==> src/rtl/pwd_pkg.sv <==
// Shared definitions for the sequential password lock: FSM state encoding
// and the sizing rule for the shared lockout / auto-relock timer.
package pwd_pkg;

   typedef enum logic [1:0] {
      ENTRY    = 2'd0,
      UNLOCKED = 2'd1,
      LOCKOUT  = 2'd2,
      PROG     = 2'd3
   } state_t;

   // One counter serves both timeouts, so it must hold the larger reload value.
   function automatic int timer_width(input int lockout_cyc, input int unlock_cyc);
      int m;
      m = 2;
      if (lockout_cyc > m) m = lockout_cyc;
      if (unlock_cyc > m) m = unlock_cyc;
      return $clog2(m);
   endfunction

endpackage

==> src/rtl/pwd_timer.sv <==
// Loadable down-counter with a registered zero flag; stops at zero until
// reloaded. Load takes priority over counting.
module pwd_timer #(
   parameter int W = 4
) (
   input  logic         clk,
   input  logic         rst,
   input  logic         load,
   input  logic [W-1:0] load_val,
   input  logic         en,
   output logic         zero
);

   logic [W-1:0] count;

   always_ff @(posedge clk) begin
      if (rst) begin
         count <= '0;
         zero  <= 1'b1;
      end else if (load) begin
         count <= load_val;
         zero  <= (load_val == '0);
      end else if (en && !zero) begin
         count <= count - 1'b1;
         zero  <= (count == W'(1));
      end
   end

endmodule

==> src/rtl/pwd_lock_ctrl.sv <==
// Sequential password lock: compares SEQ_LEN-key attempts against a stored
// password, with failure counting, timed lockout, auto-relock and reprogramming.
module pwd_lock_ctrl
   import pwd_pkg::*;
#(
   parameter int                        KEY_W       = 2,
   parameter int                        SEQ_LEN     = 4,
   parameter logic [KEY_W*SEQ_LEN-1:0]  RST_PWD     = 8'b11_10_01_10,
   parameter int                        MAX_FAIL    = 3,
   parameter int                        LOCKOUT_CYC = 16,
   parameter int                        UNLOCK_CYC  = 0
) (
   input  logic                          clk,
   input  logic                          rst,
   input  logic                          key_valid,
   input  logic [KEY_W-1:0]              key,
   input  logic                          relock,
   input  logic                          set_pwd,
   output logic                          unlock,
   output logic                          locked_out,
   output logic                          err,
   output logic [$clog2(MAX_FAIL+1)-1:0] fail_cnt,
   output logic                          prog_busy
);

   localparam int PW  = KEY_W * SEQ_LEN;
   localparam int IW  = (SEQ_LEN > 1) ? $clog2(SEQ_LEN) : 1;
   localparam int FCW = $clog2(MAX_FAIL + 1);
   localparam int TW  = timer_width(LOCKOUT_CYC, UNLOCK_CYC);

   localparam logic [IW-1:0]  LAST_IDX  = IW'(SEQ_LEN - 1);
   localparam logic [FCW-1:0] FAIL_MAX  = FCW'(MAX_FAIL);
   localparam logic [TW-1:0]  LOCK_LOAD = TW'(LOCKOUT_CYC - 1);
   localparam logic [TW-1:0]  UNLK_LOAD = (UNLOCK_CYC > 0) ? TW'(UNLOCK_CYC - 1) : '0;
   localparam logic           AUTO_RELOCK = (UNLOCK_CYC > 0);

   state_t          state;
   logic [IW-1:0]   idx;
   logic            mismatch;
   logic [PW-1:0]   pwd_reg;
   logic [PW-1:0]   shadow;
   logic [PW-1:0]   shadow_nxt;
   logic [KEY_W-1:0] slot;
   logic            miss_now;
   logic            last_key;
   logic [FCW-1:0]  fail_inc;
   logic            lock_trip;
   logic            pass;
   logic            tmr_load;
   logic [TW-1:0]   tmr_val;
   logic            tmr_en;
   logic            tmr_zero;

   always_comb begin
      slot       = pwd_reg[idx*KEY_W +: KEY_W];
      miss_now   = mismatch | (key != slot);
      last_key   = (idx == LAST_IDX);
      fail_inc   = (fail_cnt == FAIL_MAX) ? fail_cnt : fail_cnt + 1'b1;
      shadow_nxt = shadow;
      shadow_nxt[idx*KEY_W +: KEY_W] = key;
      lock_trip  = (state == ENTRY) && key_valid && last_key && miss_now && (fail_inc == FAIL_MAX);
      pass       = (state == ENTRY) && key_valid && last_key && !miss_now;
      tmr_load   = lock_trip || (pass && AUTO_RELOCK);
      tmr_val    = lock_trip ? LOCK_LOAD : UNLK_LOAD;
      tmr_en     = (state == LOCKOUT) || (state == UNLOCKED);
   end

   pwd_timer #(.W(TW)) u_timer (
      .clk      (clk),
      .rst      (rst),
      .load     (tmr_load),
      .load_val (tmr_val),
      .en       (tmr_en),
      .zero     (tmr_zero)
   );

   always_ff @(posedge clk) begin
      if (rst) begin
         state      <= ENTRY;
         idx        <= '0;
         mismatch   <= 1'b0;
         pwd_reg    <= RST_PWD;
         unlock     <= 1'b0;
         locked_out <= 1'b0;
         err        <= 1'b0;
         fail_cnt   <= '0;
         prog_busy  <= 1'b0;
      end else begin
         err <= 1'b0;
         case (state)
            ENTRY: begin
               // An attempt always consumes SEQ_LEN keys; the verdict comes on the last one.
               if (key_valid) begin
                  if (last_key) begin
                     idx      <= '0;
                     mismatch <= 1'b0;
                     if (miss_now) begin
                        err      <= 1'b1;
                        fail_cnt <= fail_inc;
                        if (fail_inc == FAIL_MAX) begin
                           state      <= LOCKOUT;
                           locked_out <= 1'b1;
                        end
                     end else begin
                        state    <= UNLOCKED;
                        unlock   <= 1'b1;
                        fail_cnt <= '0;
                     end
                  end else begin
                     idx      <= idx + 1'b1;
                     mismatch <= miss_now;
                  end
               end
            end
            UNLOCKED: begin
               if (relock || (AUTO_RELOCK && tmr_zero)) begin
                  state  <= ENTRY;
                  unlock <= 1'b0;
               end else if (set_pwd) begin
                  state     <= PROG;
                  prog_busy <= 1'b1;
                  idx       <= '0;
               end
            end
            LOCKOUT: begin
               if (tmr_zero) begin
                  state      <= ENTRY;
                  locked_out <= 1'b0;
                  fail_cnt   <= '0;
               end
            end
            PROG: begin
               if (relock) begin
                  state     <= ENTRY;
                  unlock    <= 1'b0;
                  prog_busy <= 1'b0;
                  idx       <= '0;
               end else if (key_valid) begin
                  if (last_key) begin
                     pwd_reg   <= shadow_nxt;
                     state     <= ENTRY;
                     unlock    <= 1'b0;
                     prog_busy <= 1'b0;
                     idx       <= '0;
                  end else begin
                     shadow <= shadow_nxt;
                     idx    <= idx + 1'b1;
                  end
               end
            end
            default: state <= ENTRY;
         endcase
      end
   end

endmodule

==> config.mk <==
export PLATFORM = sky130hd
export DESIGN_NAME = pwd_lock_ctrl
export DESIGN_NICKNAME = d
export VERILOG_FILES = /design/src/rtl/pwd_pkg.sv /design/src/rtl/pwd_timer.sv /design/src/rtl/pwd_lock_ctrl.sv
export SDC_FILE = /design/constraint.sdc
export NUM_CORES = 1
export LEC_CHECK = 0
export CORE_ASPECT_RATIO = 2
export CORE_MARGIN = 2
export CORE_UTILIZATION = 25
export CTS_CLUSTER_DIAMETER = 30
export CTS_CLUSTER_SIZE = 25
export DETAILED_ROUTE_END_ITERATION = 7
export GPL_TIMING_DRIVEN = 0
export MAX_ROUTING_LAYER = met4
export PLACE_DENSITY_LB_ADDON = 0.12
export REMOVE_ABC_BUFFERS = 1
export SYNTH_ARGS = -nofsm -noshare
export SYNTH_HDL_FRONTEND = slang
export SYNTH_SLANG_ARGS = --single-unit
==> constraint.sdc <==
create_clock -name clk -period 6 [get_ports clk]
set_input_delay 1.2 -clock clk [delete_from_list [all_inputs] [get_ports clk]]
set_output_delay 1.2 -clock clk [all_outputs]
set_load 0.03 [all_outputs]
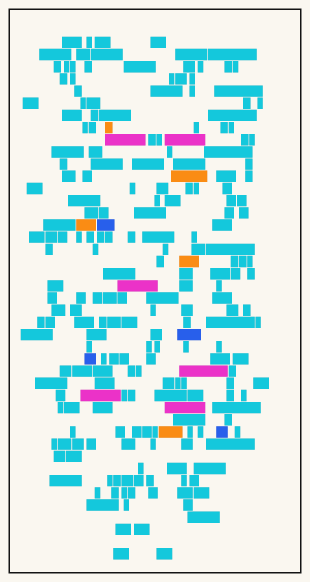
Fig. 1. Sizing map (run 1).
[orange] x2 | cells: 5
[magenta] x6 and larger | cells: 6
[cyan] x1 and smaller | cells: 209
[blue] x3 and x4 | cells: 4

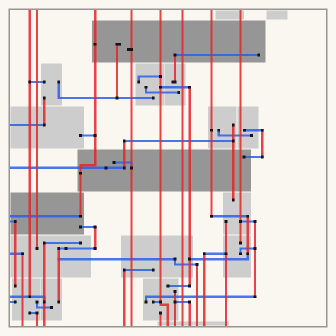
Fig. 2. Layout detail (run 1).
Window x 39 to 59, y 84 to 104 µm. Cells in gray, sequential cells in the stronger gray; small squares are vias.
[red] M2
[blue] M1
cells with their middle in the window: 16
netlist names of flops here include: shadow (2), pwd_reg (1)
sequential cells in the window: 3

==> impl_metrics.yaml, run 1 <==
# yosys + openroad results
placement:
  port_buffers: 12
  gp_congestion: 0.716
  place_area_um2: 2070
  hpwl_um: 3490
  dp.cells: 308
  dpl_worst_slack_ns: 2.25
layout:
  logic_area_um2: 1040
  layout_top_cell: "nand2_1"
  final_area_um2: 2240
  seq_area_um2: 721
  fin_cells: 316
  diodes: 0
  syn_to_final_growth_pct: 21.1
  lay_top_cells: "25 x nand2_1, 24 x dfxtp_1, 18 x inv_1, 17 x o21ai_0, 14 x ha_1"
  nNetsFinal: 244
route:
  drt_first_pass_iters: 4
  drt_first_iter_violations: 35
  wirelength_um: 4550
power_and_ir_drop:
  peakVddDrop_mv: 0.149
  p_sw_w: 0.000133
  power_density_nw_per_um2: 257
  pwr-share-comb_pct: 9.2
  p_sw_share_pct: 23.1
  pg_seq_w: 0.000230
  p_leak_nw: 0.841
  p_int_w: 0.000442
  seqPwrFrac_pct: 40.0
  power.share.clock_pct: 50.8
  powerComb_w: 0.0000529
  power.total_w: 0.000575
cts:
  cts_resized: 0
  cts_max_level: 2
  cts_setup_buffers: 0
  clk_path_buf_depth: 2
  cts.sinks: 32
  clk_pin_slew_worst_paths_ns: 0.05
  cts-root-buf: "clkbuf_16"
setup_path:
  startpoint_type: "input pin"
  r2r_end: "u_timer.zero$_SDFFE_PP1P_"
  rrSetupSlack_ns: 3.38
  crit_fanout: 11
  required_ns: 6.17
  path_class: "in -> reg"
  reg2regPathDepth: 5
  r2r-start: "idx[1]$_SDFFE_PP0P_"
yosys:
  syn_inst: 209
  syn_area_um2: 1850
  ys_ff: 32
  synthTopCellsByArea: "dfxtp_1 26%, edfxtp_1 13%, ha_1 9.5%"
  yosysSeqAreaShare_pct: 39.0
  ys_top_logic_family: "simple AND/OR/NAND/NOR gates"
  top_area_cell: "dfxtp_1"
  syn_avg_cell_area_um2: 8.84
  ys_types: 44
  top_area_share_pct: 26.0
  synthMuxAreaShare_pct: 5.28
  yosys-stat-area_um2: 1850
  yosys_cells: 209
  synthSimpleGateAreaFrac_pct: 26.2
  yosys.area_share.aoi_pct: 12.9
final_timing:
  whs_ns: 0.457
  period_used_pct: 57.0
  min_period_ns: 3.42
  worst_slack_ns: 2.58
  rsz0062_at_grt: "no"
  finalSetupViolations: 0
  hold_viol_final: 0
  finalSetupTns_ns: 0
  finClkSkew_ns: 0.00437
floorplanning:
  fp.dieArea_um2: 8130
  die_h_um: 126
  io_pins: 13
global_routing:
  first_global_vias: 1499
  grt_start_max_net_pins: 29
  grt_overflow: 0
  grt_pass1_wl_um: 7390
  antenna_found_initial: 0
run_status:
  outcome: "complete, no violations"
job:
  warnings: 36
  maxCapViolCount: 0
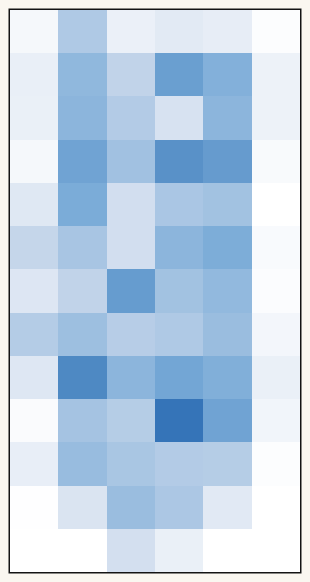
Fig. 3. Cell density map (run 1).
The die is cut into 6 by 13 equal tiles; white is low, dark blue is high, 0 to 100% covered.
fullest tile: 72%
nearly empty tiles: 13%
mean over tiles: 26%
fin util: 31.0%
Core Util at FP: 25.6%
Core Area: 7210 µm²

-- run 1: layer usage --
metal	track usage (%)	vias to the layer above	part of all wire, %
li1	-	756	-
met4	5.63	0	2.3
met2	24.9	16	61
met1	10.5	725	35
met5	-	-	0
met3	2.52	6	1.9
-- run 1: worst max-delay path: stages --
cell	delay [ns]
clkdlybuf4s50_1	0.54
nor3b_1	0.21
mux2_4	0.29
o31ai_2	0.72
or3b_4	0.50
o31a_1	0.12
-- run 1: Yosys cell counts (3+ instances only) --
library cell and number:
nand2_1 25, edfxtp_1 8, nor2_1 10, o21ai_0 17
mux2i_1 6, ha_1 14, nor4b_1 3, nand3_1 9
inv_1 18, dfxtp_1 24, nor2b_1 11, a21oi_1 8
nand3b_1 6, clkbuf_1 4, nand2b_1 6, nor3b_1 3
nor3_1 4
-- run 1: worst min-delay path by stage --
stage / start / to / slack [ns] / cells past startpoint
after floorplan: pwd_reg[4]$_SDFFE_PP0P_ / pwd_reg[4]$_SDFFE_PP0P_ / 0.43 / 2
after detailed placement: pwd_reg[0]$_SDFFE_PP0P_ / pwd_reg[0]$_SDFFE_PP0P_ / 0.45 / 2
after CTS: pwd_reg[0]$_SDFFE_PP0P_ / pwd_reg[0]$_SDFFE_PP0P_ / 0.46 / 2
final: pwd_reg[0]$_SDFFE_PP0P_ / pwd_reg[0]$_SDFFE_PP0P_ / 0.46 / 2
after global routing: pwd_reg[0]$_SDFFE_PP0P_ / pwd_reg[0]$_SDFFE_PP0P_ / 0.50 / 2
after global placement: pwd_reg[0]$_SDFFE_PP0P_ / pwd_reg[0]$_SDFFE_PP0P_ / 0.44 / 2
-- run 1: cell type report --
type	instances	area share [%]
inverters	18	3.02
clock inverters	3	1.90
well taps	92	5.15
multi-input cells	153	46.4
clock buffers	5	5.60
flip-flops and latches	32	32.2
repair buffers	13	5.71
==> inputs of run 2 (changes only) <==
Clock period 6 ns to 3.3 ns, I/O delays scaled along.
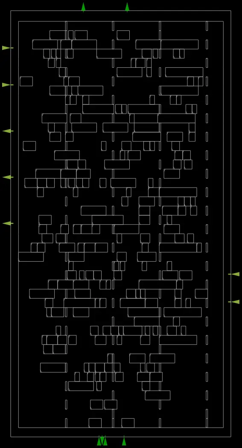
Fig. 4. Cell outlines without signal wires (run 2).
tap cell count: 92
Seq cells: 32
fin cells: 316
flop share of the area: 32.2%
fill count: 785

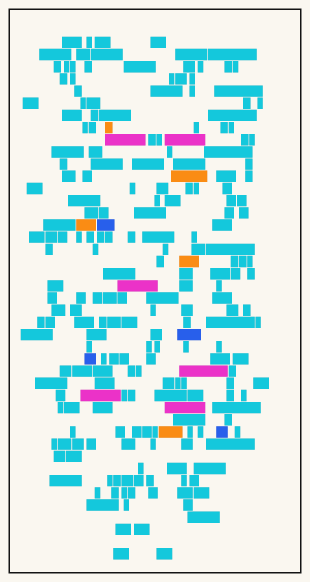
Fig. 5. Sizing map (run 2).
[blue] x3 and x4 | cells: 4
[magenta] x6 and larger | cells: 6
[cyan] x1 and smaller | cells: 209
[orange] x2 | cells: 5

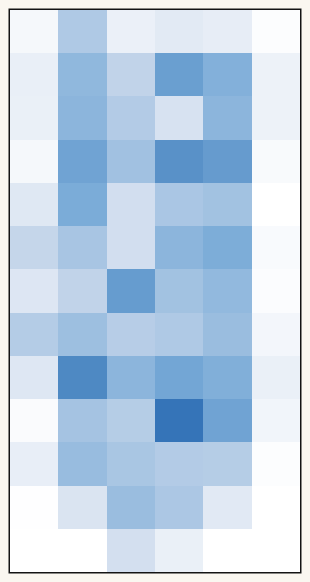
Fig. 6. Cell density map (run 2).
The die is cut into 6 by 13 equal tiles; white is low, dark blue is high, 0 to 100% covered.
fullest tile: 72%
nearly empty tiles: 13%
mean over tiles: 26%

==> impl_metrics.yaml, run 2 <==
# yosys + openroad results
layout:
  layout_top_cell: "nand2_1"
  diodes: 0
  nNetsFinal: 244
  syn_to_final_growth_pct: 21.1
  lay_top_cells: "25 x nand2_1, 24 x dfxtp_1, 18 x inv_1, 17 x o21ai_0, 14 x ha_1"
  fin_util_pct: 31.0
floorplanning:
  fp_util_pct: 25.6
  fp.dieArea_um2: 8130
  io_pins: 13
  coreArea_um2: 7210
global_routing:
  first_global_vias: 1499
  grt_start_max_net_pins: 29
  antenna_found_initial: 0
  grt_pass1_wl_um: 7390
  grt_overflow: 0
cts:
  cts_setup_buffers: 0
  cts.sinks: 32
  clk_pin_slew_worst_paths_ns: 0.05
  cts_max_level: 2
  cts_resized: 0
  clk_path_buf_depth: 2
  cts-root-buf: "clkbuf_16"
setup_path:
  rrSetupSlack_ns: 0.68
  r2r_end: "u_timer.zero$_SDFFE_PP1P_"
  cp_top_family: "AND-OR/OR-AND gates"
  r2r-start: "idx[1]$_SDFFE_PP0P_"
  startpoint_type: "input pin"
  worst_path_max_delay_cell: "o31ai_2"
  crit_chain: "clkdlybuf4s50_1 -> nor3b_1 -> mux2_4 -> o31ai_2 -> or3b_4 -> o31a_1"
  required_ns: 3.47
  reg2regPathDepth: 5
  cp_num_cells: 6
  cpPeakStageDelay_ns: 0.72
job:
  maxCapViolCount: 0
  warnings: 36
yosys:
  yosysSeqAreaShare_pct: 39.0
  syn_inst: 209
  syn_avg_cell_area_um2: 8.84
  yosys.area_share.aoi_pct: 12.9
  top_area_cell: "dfxtp_1"
  ys_types: 44
  synthMuxAreaShare_pct: 5.28
  synthSimpleGateAreaFrac_pct: 26.2
  top_cells_by_count: "25 x nand2_1, 24 x dfxtp_1, 18 x inv_1"
  most_common_cell: "nand2_1"
  ys_ff: 32
  top_area_share_pct: 26.0
  yosys_cells: 209
  synthTopCellsByArea: "dfxtp_1 26%, edfxtp_1 13%, ha_1 9.5%"
  syn_area_um2: 1850
final_timing:
  min_period_ns: 2.88
  hold_viol_final: 0
  rsz0062_at_grt: "no"
  finalSetupViolations: 0
  finClkSkew_ns: 0.00437
  period_used_pct: 87.2
  whs_ns: 0.457
power_and_ir_drop:
  seqPwrFrac_pct: 40.0
  power_density_nw_per_um2: 468
  p_sw_share_pct: 23.1
  p_leak_nw: 0.841
  p_int_w: 0.000804
placement:
  dp.cells: 308
  port_buffers: 12
  gp_congestion: 0.716
route:
  drt_first_pass_iters: 4
  drt_first_iter_violations: 35
min_path:
  min-delay-start: "pwd_reg[0]$_SDFFE_PP0P_"
  holdPathStages: 2
run_status:
  outcome: "complete, no violations"
==> run 2: tightest hold or removal path, cell delays in order, from the launching register on <==
cell     delay (ns)
dfxtp_1        0.30
nand2_1        0.05
a21oi_1        0.05
==> run 2: stage by stage <==
stage / total power, W / worst slack (ns) / TNS, ns / area (µm²)
final: 0.00105 / 0.422 / 0 / 2240
after global routing: 0.00109 / 0.309 / 0 / 2240
after CTS: 0.00107 / 0.397 / 0 / 2240
after detailed placement: 0.000525 / 0.0939 / 0 / 2070
after global placement: 0.000526 / -0.600 / -4.79 / 2050
after floorplan: 0.000486 / 1.06 / 0 / 1820
==> run 2: power groups by stage <==
stage	Clock [W]	Combinational, W	Sequential, W
5_1_grt	0.000563	0.000107	0.000420
2_1_floorplan	0	0.0000603	0.000426
4_1_cts	0.000550	0.0000987	0.000419
3_5_place_dp	0	0.0000981	0.000427
6_report	0.000531	0.0000962	0.000418
3_3_place_gp	0	0.0000984	0.000427
==> run 2: metal layers <==
layer / track usage [%] / vias up / wire length [µm]
met1: 10.5 / 725 / 1600
met4: 5.63 / 0 / 105
met5: - / - / 0
li1: - / 756 / -
met3: 2.52 / 6 / 86
met2: 24.9 / 16 / 2760
==> run 2: area by class of cell <==
type | instances | area, µm² | share of cell area (%)
clock buffers | 5 | 125 | 5.60
clock inverters | 3 | 42.5 | 1.90
inverters | 18 | 67.6 | 3.02
multi-input cells | 153 | 1040 | 46.4
flip-flops and latches | 32 | 721 | 32.2
well taps | 92 | 115 | 5.15
repair buffers | 13 | 128 | 5.71
Power is estimated from default activity; no workload was simulated.
